File: src/rtl/noc_net_iface.sv
// Per-node network interface: TX FIFO feeding a 4-phase sender, and a 4-phase receiver with a holding register.
// Define NI_SEQ_TAG_EN to replace tx_tag with a 2-bit sequence counter sampled at push.
module noc_net_iface #(
  parameter int PAYLOAD = 32,
  parameter int X_BITS  = 1,
  parameter int Y_BITS  = 1,
  parameter int SRC_X   = 0,
  parameter int SRC_Y   = 0,
  parameter int DEPTH   = 4,
  localparam int PKT    = X_BITS + Y_BITS + 2 + PAYLOAD
) (
  input  logic               clk,
  input  logic               rst,
  input  logic               tx_valid,
  output logic               tx_ready,
  input  logic [X_BITS-1:0]  tx_dst_x,
  input  logic [Y_BITS-1:0]  tx_dst_y,
  input  logic [1:0]         tx_tag,
  input  logic [PAYLOAD-1:0] tx_payload,
  output logic               net_req,
  input  logic               net_ack,
  output logic [PKT-1:0]     net_data,
  input  logic               net_rx_req,
  output logic               net_rx_ack,
  input  logic [PKT-1:0]     net_rx_data,
  output logic               rx_valid,
  input  logic               rx_ready,
  output logic [1:0]         rx_tag,
  output logic [PAYLOAD-1:0] rx_payload,
  output logic               rx_err
);

  localparam int AW = $clog2(DEPTH);
  localparam logic [AW:0] PTR_ONE = (AW+1)'(1);
  localparam logic [X_BITS-1:0] SRC_X_V = X_BITS'(SRC_X);
  localparam logic [Y_BITS-1:0] SRC_Y_V = Y_BITS'(SRC_Y);

  typedef enum logic [1:0] {T_IDLE, T_REQ, T_REL} tx_state_e;
  typedef enum logic {R_IDLE, R_ACK} rx_state_e;

  logic [PKT-1:0]     fifo_mem [DEPTH];
  logic [AW:0]        wr_ptr_q, wr_ptr_d, rd_ptr_q, rd_ptr_d;
  logic               full, empty, push, pop;
  logic [1:0]         push_tag;
  logic [PKT-1:0]     push_pkt;
  logic [1:0]         ack_sync_q, ack_sync_d, rxreq_sync_q, rxreq_sync_d;
  logic               ack_s, rxreq_s;
  tx_state_e          tx_state_q, tx_state_d;
  logic               net_req_q, net_req_d;
  logic [PKT-1:0]     net_data_q, net_data_d;
  rx_state_e          rx_state_q, rx_state_d;
  logic               rx_valid_q, rx_valid_d;
  logic               rx_err_q, rx_err_d;
  logic               net_rx_ack_q, net_rx_ack_d;
  logic [1:0]         rx_tag_q, rx_tag_d;
  logic [PAYLOAD-1:0] rx_payload_q, rx_payload_d;
  logic               capture;
  logic [X_BITS-1:0]  rx_dst_x;
  logic [Y_BITS-1:0]  rx_dst_y;

`ifdef NI_SEQ_TAG_EN
  logic [1:0] seq_q, seq_d;

  always_comb begin
    seq_d = seq_q;
    if (push) seq_d = seq_q + 2'd1;
  end

  always_ff @(posedge clk or negedge rst) begin
    if (!rst) seq_q <= '0;
    else      seq_q <= seq_d;
  end

  assign push_tag = seq_q;
`else
  assign push_tag = tx_tag;
`endif

  // Extra pointer MSB distinguishes full from empty when the indices match.
  assign empty    = (wr_ptr_q == rd_ptr_q);
  assign full     = (wr_ptr_q[AW] != rd_ptr_q[AW]) && (wr_ptr_q[AW-1:0] == rd_ptr_q[AW-1:0]);
  assign tx_ready = !full;
  assign push     = tx_valid && !full;
  assign push_pkt = {tx_dst_x, tx_dst_y, push_tag, tx_payload};

  always_ff @(posedge clk) begin
    if (push) fifo_mem[wr_ptr_q[AW-1:0]] <= push_pkt;
  end

  assign ack_sync_d   = {ack_sync_q[0], net_ack};
  assign rxreq_sync_d = {rxreq_sync_q[0], net_rx_req};
  assign ack_s        = ack_sync_q[1];
  assign rxreq_s      = rxreq_sync_q[1];

  always_comb begin
    tx_state_d = tx_state_q;
    net_req_d  = net_req_q;
    net_data_d = net_data_q;
    pop        = 1'b0;
    case (tx_state_q)
      T_IDLE: begin
        if (!empty && !ack_s) begin
          net_data_d = fifo_mem[rd_ptr_q[AW-1:0]];
          pop        = 1'b1;
          net_req_d  = 1'b1;
          tx_state_d = T_REQ;
        end
      end
      T_REQ: begin
        if (ack_s) begin
          net_req_d  = 1'b0;
          tx_state_d = T_REL;
        end
      end
      T_REL: begin
        if (!ack_s) tx_state_d = T_IDLE;
      end
      default: begin
        net_req_d  = 1'b0;
        tx_state_d = T_IDLE;
      end
    endcase
  end

  always_comb begin
    wr_ptr_d = wr_ptr_q;
    rd_ptr_d = rd_ptr_q;
    if (push) wr_ptr_d = wr_ptr_q + PTR_ONE;
    if (pop)  rd_ptr_d = rd_ptr_q + PTR_ONE;
  end

  assign rx_dst_x = net_rx_data[PKT-1 -: X_BITS];
  assign rx_dst_y = net_rx_data[PAYLOAD+2 +: Y_BITS];
  // A capture may overlap the PE draining the holding register in the same cycle.
  assign capture  = (rx_state_q == R_IDLE) && rxreq_s && (!rx_valid_q || rx_ready);

  always_comb begin
    rx_state_d   = rx_state_q;
    rx_valid_d   = rx_valid_q;
    rx_err_d     = rx_err_q;
    rx_tag_d     = rx_tag_q;
    rx_payload_d = rx_payload_q;
    net_rx_ack_d = net_rx_ack_q;
    if (rx_valid_q && rx_ready) rx_valid_d = 1'b0;
    case (rx_state_q)
      R_IDLE: begin
        if (capture) begin
          rx_valid_d   = 1'b1;
          rx_payload_d = net_rx_data[PAYLOAD-1:0];
          rx_tag_d     = net_rx_data[PAYLOAD +: 2];
          rx_err_d     = (rx_dst_x != SRC_X_V) || (rx_dst_y != SRC_Y_V);
          net_rx_ack_d = 1'b1;
          rx_state_d   = R_ACK;
        end
      end
      R_ACK: begin
        if (!rxreq_s) begin
          net_rx_ack_d = 1'b0;
          rx_state_d   = R_IDLE;
        end
      end
      default: begin
        net_rx_ack_d = 1'b0;
        rx_state_d   = R_IDLE;
      end
    endcase
  end

  always_ff @(posedge clk or negedge rst) begin
    if (!rst) begin
      wr_ptr_q     <= '0;
      rd_ptr_q     <= '0;
      ack_sync_q   <= '0;
      rxreq_sync_q <= '0;
      tx_state_q   <= T_IDLE;
      net_req_q    <= 1'b0;
      net_data_q   <= '0;
      rx_state_q   <= R_IDLE;
      rx_valid_q   <= 1'b0;
      rx_err_q     <= 1'b0;
      rx_tag_q     <= '0;
      rx_payload_q <= '0;
      net_rx_ack_q <= 1'b0;
    end else begin
      wr_ptr_q     <= wr_ptr_d;
      rd_ptr_q     <= rd_ptr_d;
      ack_sync_q   <= ack_sync_d;
      rxreq_sync_q <= rxreq_sync_d;
      tx_state_q   <= tx_state_d;
      net_req_q    <= net_req_d;
      net_data_q   <= net_data_d;
      rx_state_q   <= rx_state_d;
      rx_valid_q   <= rx_valid_d;
      rx_err_q     <= rx_err_d;
      rx_tag_q     <= rx_tag_d;
      rx_payload_q <= rx_payload_d;
      net_rx_ack_q <= net_rx_ack_d;
    end
  end

  assign net_req    = net_req_q;
  assign net_data   = net_data_q;
  assign net_rx_ack = net_rx_ack_q;
  assign rx_valid   = rx_valid_q;
  assign rx_err     = rx_err_q;
  assign rx_tag     = rx_tag_q;
  assign rx_payload = rx_payload_q;

endmodule

File: config.mk
export PLATFORM = sky130hd
export DESIGN_NAME = noc_net_iface
export DESIGN_NICKNAME = d
export VERILOG_FILES = /design/src/rtl/noc_net_iface.sv
export SDC_FILE = /design/constraint.sdc
export NUM_CORES = 1
export LEC_CHECK = 0
export ABC_AREA = 1
export CAP_MARGIN = 20
export CELL_PAD_IN_SITES_DETAIL_PLACEMENT = 1
export CELL_PAD_IN_SITES_GLOBAL_PLACEMENT = 1
export CORE_ASPECT_RATIO = 1.25
export CORE_UTILIZATION = 35
export DETAILED_ROUTE_END_ITERATION = 16
export HOLD_SLACK_MARGIN = 0.1
export PLACE_DENSITY = 0.77
export SLEW_MARGIN = 25
export SYNTH_ARGS = -nofsm -noshare
export SYNTH_HDL_FRONTEND = slang
export SYNTH_SLANG_ARGS = --single-unit
File: constraint.sdc
create_clock -name clk -period 8.9 [get_ports clk]
set_input_delay 1.335 -clock clk [delete_from_list [all_inputs] [get_ports clk]]
set_output_delay 1.335 -clock clk [all_outputs]
set_load 0.03 [all_outputs]
Run 1, PDN straps and rails:
The bar under the picture is 50 µm long. Pins as bars on the die edge.
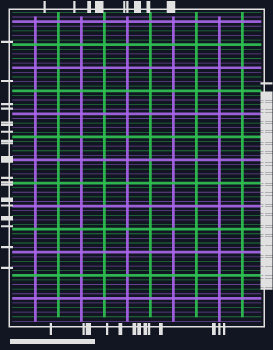
| net | colour |
|---|---|
| VSS | purple |
| VDD | green |
signal pins: 153
rows: 67
met4 straps: 10
met1 rails: 68

Run 1, placement by cell class:
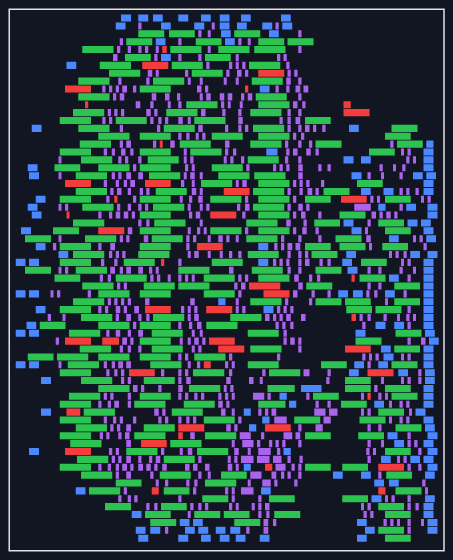
| class | colour | cells | share of their area |
|---|---|---|---|
| flip-flops | green | 231 | 55% |
| other buffers and delay cells | blue | 163 | 14% |
| clock drivers and dummy loads | red | 44 | 6.6% |
| all other logic | purple | 681 | 24% |

==> Changelog: implementation, run 1 <==
### Physical design

- Result of the run: finished clean
- Master of the slowest instance on the critical path: clkdlybuf4s50_1
- Power in combinational cells: 1.42 mW
- Dominant comb cell: simple AND/OR/NAND/NOR gates
- Sink count of the clock tree: 231
- Distinct cells, synth: 22
- Number of sequential cells in the layout: 231
- Critical setup path kind: reg -> out
- Worst reg2reg path startpoint: rd_ptr_q[1]
- H-tree lvl count: 1
- Power Density: 323.3 nW/µm²
- Layout inverter count without the clock tree: 158
- Horizontal extent of the die: 149.5 µm
- # fillers: 2,936
- Insertion Delay late pin: 0.52 ns
- Post-synthesis cell count from yosys: 953
- Number of synthesized register bits: 231
- Max-cap check violation count: 0
- Simple share: 21.86%
- Antenna violation net count after detailed routing: 0
- Final number of max-transition violations: 0
- Most area-consuming cells after synthesis: edfxtp_1, dfrtp_1, nand2_1
- Cell-by-cell trace of the critical path: buf_4, xnor2_1, nand3_1, clkdlybuf4s50_1
- Tightest slew margin relative to the limit: 36.84%
- Critical R2R Capture: net_data[33]
- Number of cells on the critical path: 4
- Worst Skew: 0.01835 ns
- Xor+xnor area frac: 0.2760%
- Uppermost metal layer occupied by signal nets: met4
- Clock-net power: 975 µW
Run 1, clock wires, drivers and flops:
The bar under the picture is 50 µm long.
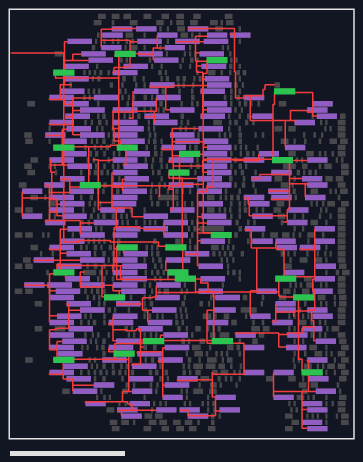
[clock wires] red | length: 2,980 µm
[cells driving clock nets] green | count: 24
[flip-flops] purple | count: 231
flops lie: spread over the die

-- run 1: per-stage QoR --
| stage | hold slack (ns) | power, mW | setup slack (ns) |
|---|---|---|---|
| after floorplan | 0.3312 | 2.451 | 5.447 |
| after global placement | 0.3373 | 2.935 | 5.709 |
| after detailed placement | 0.3404 | 2.994 | 5.643 |
| after CTS | 0.3605 | 3.982 | 5.153 |
| after global routing | 0.3654 | 4.179 | 5.064 |
| final | 0.3582 | 3.931 | 5.200 |
-- run 1: routing by layer --
layer | vias to the layer above | global-route usage, %
li1 | 3262 | -
met1 | 3302 | 20.70
met2 | 166 | 30.72
met3 | 39 | 2.249
met4 | 0 | 5.063
met5 | - | 0
==> run 2: changes to the inputs <==
PLACE_DENSITY = 0.8   (was 0.77)
clock period = 3.1 ns   (was 8.9 ns; I/O delays follow)
Run 2, clock routing:
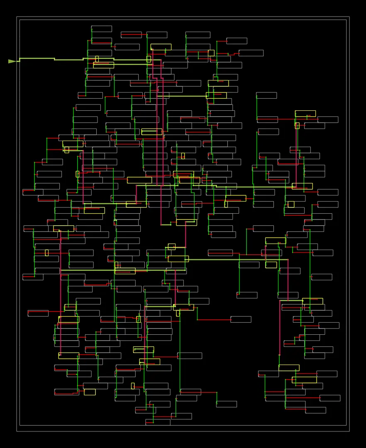
Insertion Delay late pin: 0.52 ns
Worst Skew: 0.01526 ns
sink count of the clock tree: 231

==> Changelog: implementation, run 2 <==
### Physical design

- Sum of internal, switching and leakage power: 11.54 mW (was 3.931 mW)
- Final number of max-transition violations: 0 (unchanged)
- Cell type with the largest total area after synthesis: edfxtp_1 (unchanged)
- Critical setup path kind: reg -> out (unchanged)
- Min setup slack post-route: 0.4800 ns (was 5.200 ns)
- Horizontal extent of the die: 149.5 µm (unchanged)
- Number of synthesized register bits: 231 (unchanged)
- Uppermost metal layer occupied by signal nets: met5 (was met4)
- Max-cap check violation count: 0 (unchanged)
- CP Max Fanout: 5 (was 40)
- Power Density: 941.4 nW/µm² (was 323.3 nW/µm²)
- Post-synthesis cell count from yosys: 953 (unchanged)
- Area fraction in compound gates after synthesis: 0.3680% (unchanged)
- Simple share: 21.86% (unchanged)
- Top cell category: sequential cells (unchanged)
- Class of the tightest hold or removal check: reg -> reg (unchanged)
- R2R depth: 7 (was 6)
- Top cells by count, synth: nand2_1, inv_1, edfxtp_1 (unchanged)
- Clock root cell: clkbuf_16 (unchanged)
- Post-synth EDFFs: 144 (unchanged)
- Dominant comb cell: simple AND/OR/NAND/NOR gates (unchanged)
- GR Util met2: 33.32% (was 30.72%)
- GRT Max-Usage Layer: met2 (unchanged)
- Number of sequential cells in the layout: 231 (unchanged)
- H-tree lvl count: 1 (unchanged)
- # fillers: 2,940 (was 2,936)
- Layout inverter count without the clock tree: 158 (unchanged)
- Clock-net power: 2.91 mW (was 975 µW)
- Most area-consuming cells after synthesis: edfxtp_1, dfrtp_1, nand2_1 (unchanged)
- Antenna violation net count after detailed routing: 0 (unchanged)
- Xor+xnor area frac: 0.2760% (unchanged)
- Result of the run: finished clean (unchanged)
- Unrepaired setup endpoints after global routing: false (unchanged)
- Global-route met3 utilization: 2.763% (was 2.249%)
- Hold WS: 0.3603 ns (was 0.3582 ns)
- Worst Setup Slack post-DPL: 0.7058 ns (was 5.643 ns)
- Worst supply voltage drop on vdd: 485.9 µV (was 142.7 µV)
run 2: worst paths after layout:
path / end / start / slack, ns
setup / recovery: tx_ready / wr_ptr_q[0] / 0.48
hold / removal: rxreq_sync_q[1] / rxreq_sync_q[0] / 0.36
setup reg to reg: fifo_mem[0][9] / wr_ptr_q[0] / 0.83
hold reg to reg: rxreq_sync_q[1] / rxreq_sync_q[0] / 0.36
max in group asynchronous: rd_ptr_q[0] / rst / 1.75
min in group asynchronous: rx_payload[8] / rst / 0.61
run 2: critical path: stages, from the launching register on:
cell	delay [ns]
dfrtp_1	0.43
inv_1	0.12
nand2_1	0.08
nand2_1	0.08
nand3_1	0.18
clkdlybuf4s50_1	0.74
Power figures rest on the tool's default switching activity, not on a simulated workload.
